[src/rtl/uart_param_transceiver.sv]
// Parametrised full-duplex UART with 16x oversampled RX and four run-time baud divisors.
// Define UART_LOOPBACK_EN to add the loopback input (RX fed from internal TX, TX pin held idle).
module uart_param_transceiver #(
   parameter int unsigned DATA_BITS = 8,
   parameter int unsigned PARITY    = 1,
   parameter int unsigned STOP_BITS = 1,
   parameter int unsigned DIV_0     = 1,
   parameter int unsigned DIV_1     = 2,
   parameter int unsigned DIV_2     = 4,
   parameter int unsigned DIV_3     = 8
) (
   input  logic                 clock,
   input  logic                 reset_n,
   input  logic [1:0]           baud_sel,
   input  logic                 TXstart,
   input  logic [DATA_BITS-1:0] TX_data_in,
   output logic                 TX_out,
   output logic                 TXbusy,
   input  logic                 RX_in,
`ifdef UART_LOOPBACK_EN
   input  logic                 loopback,
`endif
   output logic [DATA_BITS-1:0] RX_DATA_OUT,
   output logic                 RX_valid,
   output logic                 parity_error,
   output logic                 stop_bit_error,
   output logic [1:0]           BAUD_RATE
);

   localparam logic [3:0] DLAST = 4'(DATA_BITS - 1);
   localparam logic [3:0] SLAST = 4'(STOP_BITS - 1);

   typedef enum logic [2:0] {TX_IDLE, TX_START, TX_DATA, TX_PARITY, TX_STOP} tx_state_t;
   typedef enum logic [2:0] {RX_IDLE, RX_START, RX_DATA, RX_PARITY, RX_STOP} rx_state_t;

   tx_state_t tx_state, tx_next;
   rx_state_t rx_state, rx_next;

   logic [15:0]          tx_pre, rx_pre;
   logic                 tx_tick, rx_tick;
   logic [3:0]           tx_ticks, rx_ticks;
   logic [3:0]           tx_bit, rx_bit;
   logic [DATA_BITS-1:0] tx_shreg, rx_shreg;
   logic                 tx_par, rx_par;
   logic                 tx_serial, tx_accept, tx_end;
   logic                 rx_src, rx_s, rx_prev, rx_fall, rx_start, rx_mid, rx_end, rx_done;
   logic [1:0]           rx_sync;
   logic                 rx_stop_acc;
   logic                 both_idle;
   logic [1:0]           rate_next;

   function automatic logic [15:0] div_load(input logic [1:0] sel);
      case (sel)
         2'd0:    div_load = 16'(DIV_0 - 1);
         2'd1:    div_load = 16'(DIV_1 - 1);
         2'd2:    div_load = 16'(DIV_2 - 1);
         default: div_load = 16'(DIV_3 - 1);
      endcase
   endfunction

`ifdef UART_LOOPBACK_EN
   assign TX_out = loopback ? 1'b1 : tx_serial;
   assign rx_src = loopback ? tx_serial : RX_in;
`else
   assign TX_out = tx_serial;
   assign rx_src = RX_in;
`endif

   // A frame starting this cycle already runs at the newly selected rate.
   assign both_idle = (tx_state == TX_IDLE) && (rx_state == RX_IDLE);
   assign rate_next = both_idle ? baud_sel : BAUD_RATE;
   assign tx_accept = (tx_state == TX_IDLE) && TXstart;
   assign rx_start  = (rx_state == RX_IDLE) && rx_fall;

   always_ff @(posedge clock or negedge reset_n) begin
      if (!reset_n) BAUD_RATE <= '0;
      else          BAUD_RATE <= rate_next;
   end

   always_ff @(posedge clock or negedge reset_n) begin
      if (!reset_n) begin
         tx_pre <= '0;
         rx_pre <= '0;
      end else begin
         if (tx_accept)        tx_pre <= div_load(rate_next);
         else if (tx_pre == 0) tx_pre <= div_load(BAUD_RATE);
         else                  tx_pre <= tx_pre - 16'd1;
         if (rx_start)         rx_pre <= div_load(rate_next);
         else if (rx_pre == 0) rx_pre <= div_load(BAUD_RATE);
         else                  rx_pre <= rx_pre - 16'd1;
      end
   end

   assign tx_tick = (tx_pre == 16'd0);
   assign rx_tick = (rx_pre == 16'd0);
   assign tx_end  = tx_tick && (tx_ticks == 4'd15);

   // ---------------- TX ----------------
   always_ff @(posedge clock or negedge reset_n) begin
      if (!reset_n) tx_state <= TX_IDLE;
      else          tx_state <= tx_next;
   end

   always_comb begin
      tx_next = tx_state;
      unique case (tx_state)
         TX_IDLE:   if (TXstart) tx_next = TX_START;
         TX_START:  if (tx_end) tx_next = TX_DATA;
         TX_DATA:   if (tx_end && tx_bit == DLAST) tx_next = (PARITY != 0) ? TX_PARITY : TX_STOP;
         TX_PARITY: if (tx_end) tx_next = TX_STOP;
         TX_STOP:   if (tx_end && tx_bit == SLAST) tx_next = TX_IDLE;
         default:   tx_next = TX_IDLE;
      endcase
   end

   always_comb begin
      tx_serial = 1'b1;
      TXbusy    = 1'b1;
      unique case (tx_state)
         TX_IDLE:   TXbusy    = 1'b0;
         TX_START:  tx_serial = 1'b0;
         TX_DATA:   tx_serial = tx_shreg[0];
         TX_PARITY: tx_serial = tx_par;
         default:   tx_serial = 1'b1;
      endcase
   end

   always_ff @(posedge clock or negedge reset_n) begin
      if (!reset_n) begin
         tx_shreg <= '0;
         tx_par   <= 1'b0;
         tx_ticks <= '0;
         tx_bit   <= '0;
      end else if (tx_accept) begin
         tx_shreg <= TX_data_in;
         tx_par   <= (PARITY == 2) ? ~^TX_data_in : ^TX_data_in;
         tx_ticks <= '0;
         tx_bit   <= '0;
      end else if (tx_tick && tx_state != TX_IDLE) begin
         tx_ticks <= tx_ticks + 4'd1;
         if (tx_end) begin
            tx_bit <= (tx_next != tx_state) ? 4'd0 : tx_bit + 4'd1;
            if (tx_state == TX_DATA) tx_shreg <= tx_shreg >> 1;
         end
      end
   end

   // ---------------- RX ----------------
   always_ff @(posedge clock or negedge reset_n) begin
      if (!reset_n) begin
         rx_sync <= 2'b11;
         rx_prev <= 1'b1;
      end else begin
         rx_sync <= {rx_sync[0], rx_src};
         rx_prev <= rx_s;
      end
   end

   // A line held low (break) never shows a falling edge, so RX rearms only after it returns high.
   assign rx_s    = rx_sync[1];
   assign rx_fall = rx_prev && !rx_s;
   assign rx_mid  = rx_tick && (rx_ticks == 4'd7);
   assign rx_end  = rx_tick && (rx_ticks == 4'd15);

   always_ff @(posedge clock or negedge reset_n) begin
      if (!reset_n) rx_state <= RX_IDLE;
      else          rx_state <= rx_next;
   end

   always_comb begin
      rx_next = rx_state;
      unique case (rx_state)
         RX_IDLE:   if (rx_fall) rx_next = RX_START;
         RX_START:  if (rx_mid && rx_s) rx_next = RX_IDLE;
                    else if (rx_end) rx_next = RX_DATA;
         RX_DATA:   if (rx_end && rx_bit == DLAST) rx_next = (PARITY != 0) ? RX_PARITY : RX_STOP;
         RX_PARITY: if (rx_end) rx_next = RX_STOP;
         RX_STOP:   if (rx_mid && rx_bit == SLAST) rx_next = RX_IDLE;
         default:   rx_next = RX_IDLE;
      endcase
   end

   always_comb begin
      rx_done = (rx_state == RX_STOP) && rx_mid && (rx_bit == SLAST);
   end

   always_ff @(posedge clock or negedge reset_n) begin
      if (!reset_n) begin
         rx_shreg       <= '0;
         rx_par         <= 1'b0;
         rx_ticks       <= '0;
         rx_bit         <= '0;
         rx_stop_acc    <= 1'b0;
         RX_DATA_OUT    <= '0;
         RX_valid       <= 1'b0;
         parity_error   <= 1'b0;
         stop_bit_error <= 1'b0;
      end else begin
         RX_valid <= rx_done;
         if (rx_start) begin
            rx_ticks    <= '0;
            rx_bit      <= '0;
            rx_stop_acc <= 1'b0;
         end else if (rx_tick && rx_state != RX_IDLE) begin
            rx_ticks <= rx_ticks + 4'd1;
            if (rx_mid) begin
               unique case (rx_state)
                  RX_DATA:   rx_shreg <= {rx_s, rx_shreg[DATA_BITS-1:1]};
                  RX_PARITY: rx_par   <= rx_s;
                  RX_STOP:   rx_stop_acc <= rx_stop_acc | !rx_s;
                  default:   ;
               endcase
            end
            if (rx_end) rx_bit <= (rx_next != rx_state) ? 4'd0 : rx_bit + 4'd1;
         end
         if (rx_done) begin
            RX_DATA_OUT    <= rx_shreg;
            stop_bit_error <= rx_stop_acc | !rx_s;
            if (PARITY == 0) parity_error <= 1'b0;
            else             parity_error <= (^{rx_shreg, rx_par}) ^ (PARITY == 2);
         end
      end
   end

endmodule

[config.mk]
export PLATFORM = sky130hd
export DESIGN_NAME = uart_param_transceiver
export DESIGN_NICKNAME = d
export VERILOG_FILES = /design/src/rtl/uart_param_transceiver.sv
export SDC_FILE = /design/constraint.sdc
export NUM_CORES = 1
export LEC_CHECK = 0
export CAP_MARGIN = 20
export CELL_PAD_IN_SITES_DETAIL_PLACEMENT = 0
export CELL_PAD_IN_SITES_GLOBAL_PLACEMENT = 1
export CORE_MARGIN = 1
export CORE_UTILIZATION = 47
export CTS_CLUSTER_SIZE = 10
export DETAILED_ROUTE_END_ITERATION = 8
export GPL_TIMING_DRIVEN = 0
export PLACE_DENSITY = 0.88
export SLEW_MARGIN = 40
export SYNTH_ARGS = -nofsm -noshare
export SYNTH_HDL_FRONTEND = slang
export SYNTH_SLANG_ARGS = --single-unit
export TNS_END_PERCENT = 50
[constraint.sdc]
create_clock -name clock -period 2.9 [get_ports clock]
set_input_delay 0.58 -clock clock [delete_from_list [all_inputs] [get_ports clock]]
set_output_delay 0.58 -clock clock [all_outputs]
set_load 0.02 [all_outputs]
==> CHANGELOG.md, run 1 <==
### Implementation results

- Outcome: complete, no violations
- Wire length of the first global-routing pass: 14300 um
- Critical path data arrival time: 2.80 ns
- WL met3: 219 um
- CP Launch Point: rx_pre[4]
- Tool Warnings: 29
- Share of layout cells above drive strength 1: 0.0921
- CP Depth: 7
- Setup slack, reg-to-reg: 0.32 ns
- Total Power: 3.21 mW
- Ant. Diodes: 0
- Buf/Inv on CP: 2
- Seq/total area: 0.443
- Comb area share: 0.414
- Biggest regs: rx_pre (16), tx_pre (16)
- Peak VDD IR: 0.000337 V
- N_taps: 111
- Combinational share of power: 0.235
- Worst Skew: 0.0133 ns
- Inst Count DP: 573
- Synth Instances: 433
- Highest Signal Layer: met4
- FF-to-FF End: RX_DATA_OUT[1]
- Post-cts sizing count: 0
- Vias per cell: 5.44
- Via Count: 3202
- Cell area leaders: dfrtp_1 (49%), xnor2_1 (6.1%), nor2_1 (4.5%), mux2_2 (3.8%), nand2_1 (3.1%)
- Dominant Register Cell: dfrtp_1
- Fillers: 820
- Clk pwr: 735 uW
- Metal1 wirelength: 3940 um
- Met2 WL: 3990 um
- Slew margin rel.: 0.569
- Psw: 1.07 mW
- PortBufs: 28
- Comb gate area: 2080 um2
- Setup Buffers After CTS: 0
- Pwr top: registers
- Adder share: 0.0255
- Post-synthesis compound-gate area fraction: 0.0769
- Core area: 9200 um2
- Htree depth: 3
- Initial antenna violation count: 0
- Startpoint Class: flop
- Final Hold Vio Count: 0
- Clk_buf instances: 11
Run 1, placed cells, one color a class:
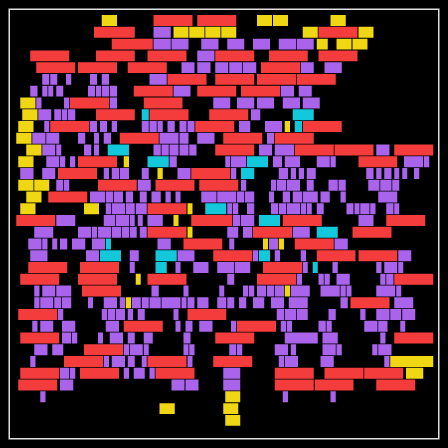
[flip-flops] red | cells: 89
[other buffers and delay cells] yellow | cells: 41
[clock drivers and dummy loads] cyan | cells: 16
[all other logic] purple | cells: 332

Run 1, power grid:
Scale bar: 20 um. Pins as bars on the die edge.
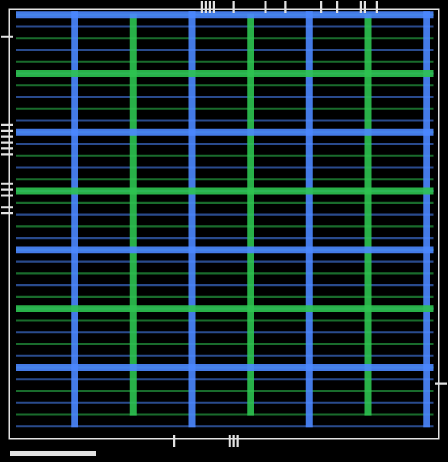
[VSS] blue
[VDD] green
met1 rails: 36
met5 straps: 7
rows: 35
met4 straps: 7

Run 1, cell density map:
Scale bar: 20 um. 10 x 10 tiles, from black (low) to pale yellow (high), 0 to 100% covered.
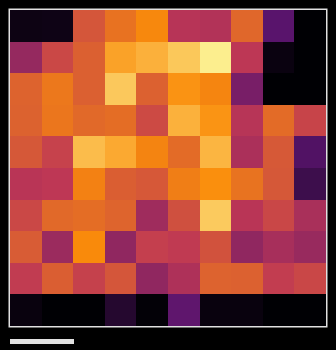
tiles over 75% full: 13%
emptiest ninth of the die: top right
nearly empty tiles: 9.0%
fullest tile: 96%
mean over tiles: 50%

Run 1, nets reached from selected ports:
Scale bar: 20 um.
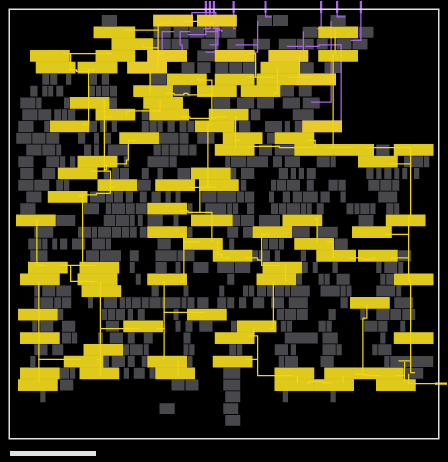
[`reset_n`] yellow | bits: 1 | direction: input | edge: right | end cells: 89 | buffers: 2 | wire: 678 um
[`RX_DATA_OUT`] purple | bits: 8 | direction: output | edge: top | end cells: 8 | buffers: 8 | wire: 172 um

## Run 2: what changed since run 1
Settings changed: CORE_MARGIN 1 to 2.
Run 2, placed cells, one color a class:
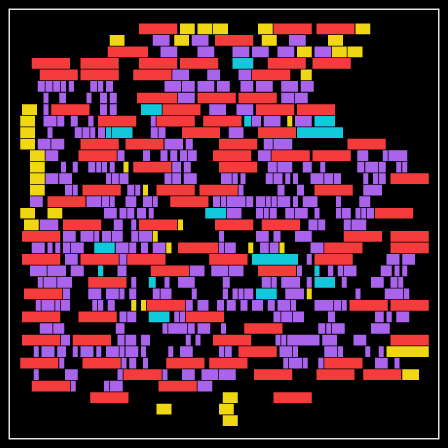
[flip-flops] red | cells: 89
[other buffers and delay cells] yellow | cells: 41
[clock drivers and dummy loads] cyan | cells: 16
[all other logic] purple | cells: 332

==> run 2 against run 1 <==
Against the previous run: clock power up 22%; cell area up 0.79%; global-route usage down 0.36 points; clock skew down 0.0013 ns; sequential power about the same; cell count unchanged; worst hold slack better by 0.0049 ns; sequential share of layout area down 0.35 points; synthesized area unchanged; first-iteration DRC count down 1.8%; highest routed layer unchanged.
==> CHANGELOG.md, run 2 <==
### Implementation results

- Outcome: complete, no violations
- Seq/total area: 0.439 (-0.00349)
- Initial antenna violation count: 0 (unchanged)
- Comb area share: 0.410 (-0.00326)
- Via Count: 3148 (-1.7%)
- Core area: 9200 um2 (unchanged)
- Post-cts sizing count: 0 (unchanged)
- Setup Buffers After CTS: 0 (unchanged)
- Worst Skew: 0.0121 ns (-0.00128 ns)
- Biggest regs: rx_pre (16), tx_pre (16)
- Dominant Register Cell: dfrtp_1
- Tool Warnings: 29 (unchanged)
- Comb gate area: 2080 um2 (unchanged)
- Slew margin rel.: 0.598 (+0.0293)
- Worst hold margin: 0.123 ns
- Psw: 1.06 mW (-0.63%)
- Vias per cell: 5.34 (-1.7%)
- Total Power: 3.38 mW (+5.3%)
- Inst Count DP: 573 (unchanged)
- Ant. Diodes: 0 (unchanged)
- N_taps: 111 (unchanged)
- Buf/Inv on CP: 3 (+1)
- RSZ-0062 raised after global routing: false
- Metal1 wirelength: 3950 um (+0.25%)
- Share of layout cells above drive strength 1: 0.0900 (-0.00209)
- Most frequent cells after synthesis: dfrtp_1 (86), nor2_1 (53), nand2_1 (37)
- CP Launch Point: tx_state[0]
- Final Hold Vio Count: 0 (unchanged)
- Setup slack, reg-to-reg: 0.36 ns (+0.04 ns)
- Critical path data arrival time: 2.16 ns (-0.64 ns)
- Clk_buf instances: 12 (+1)
- Synth Instances: 433 (unchanged)
- Nets@finish: 496
- Startpoint Class: flop
- Combinational share of power: 0.224 (-0.011)
- PortBufs: 28 (unchanged)
- FF-to-FF End: RX_DATA_OUT[7]
- Met2 WL: 3930 um (-1.5%)
- WL met3: 203 um (-7.3%)
- Post-synthesis compound-gate area fraction: 0.0769 (unchanged)
- CP Depth: 4 (-3)
## Run 3: what changed since run 2
Settings changed: CORE_UTILIZATION 47 to 48, PLACE_DENSITY 0.88 to 0.89.
Clock period 2.9 ns to 3.5 ns, I/O delays scaled along.
Run 3, placed cells, one color a class:
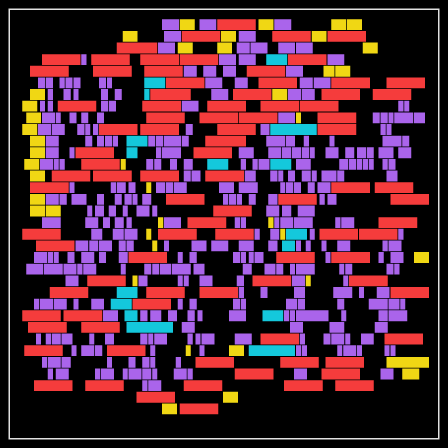
[flip-flops] red | cells: 89
[other buffers and delay cells] yellow | cells: 41
[all other logic] purple | cells: 332
[clock drivers and dummy loads] cyan | cells: 16

==> run 3 against run 2 <==
Against the previous run: register-to-register slack better by 0.56 ns; worst setup slack better by 0.48 ns; first-iteration DRC count is 46% lower; clock skew is 0.0014 ns lower; non-clock buffer count stayed put; cell area is 0.64% higher; synthesized cell count stayed put; critical path depth stayed put; clock-buffer cell count is 2 lower; clock power is 5.4% lower; sequential power is 17% lower; largest cell class unchanged.
==> CHANGELOG.md, run 3 <==
### Implementation results

- Slew margin rel.: 0.541 (-0.0567)
- CP Launch Point: tx_state[0]
- Clk_buf instances: 10 (-2)
- FF-to-FF End: stop_bit_error
- Worst hold margin: 0.218 ns (+0.0950 ns)
- RSZ-0062 raised after global routing: false
- Setup slack, reg-to-reg: 0.92 ns (+0.56 ns)
- Outcome: complete, no violations
- Ant. Diodes: 0 (unchanged)
- Met2 WL: 4030 um (+2.4%)
- Final Hold Vio Count: 0 (unchanged)
- Psw: 907 uW (-14%)
- Dominant Register Cell: dfrtp_1
- Initial antenna violation count: 0 (unchanged)
- Inst Count DP: 573 (unchanged)
- Post-synthesis compound-gate area fraction: 0.0769 (unchanged)
- Biggest regs: rx_pre (16), tx_pre (16)
- Core area: 9110 um2 (-0.95%)
- Total Power: 2.90 mW (-14%)
- Share of layout cells above drive strength 1: 0.0921 (+0.00209)
- Nets@finish: 496 (unchanged)
- Synth Instances: 433 (unchanged)
- Combinational share of power: 0.217 (-0.007)
- Metal1 wirelength: 4010 um (+1.5%)
- Via Count: 3229 (+2.6%)
- N_taps: 111 (unchanged)
- Comb gate area: 2080 um2 (-0.24%)
- Comb area share: 0.407 (-0.00359)
Power is estimated from default activity; no workload was simulated.
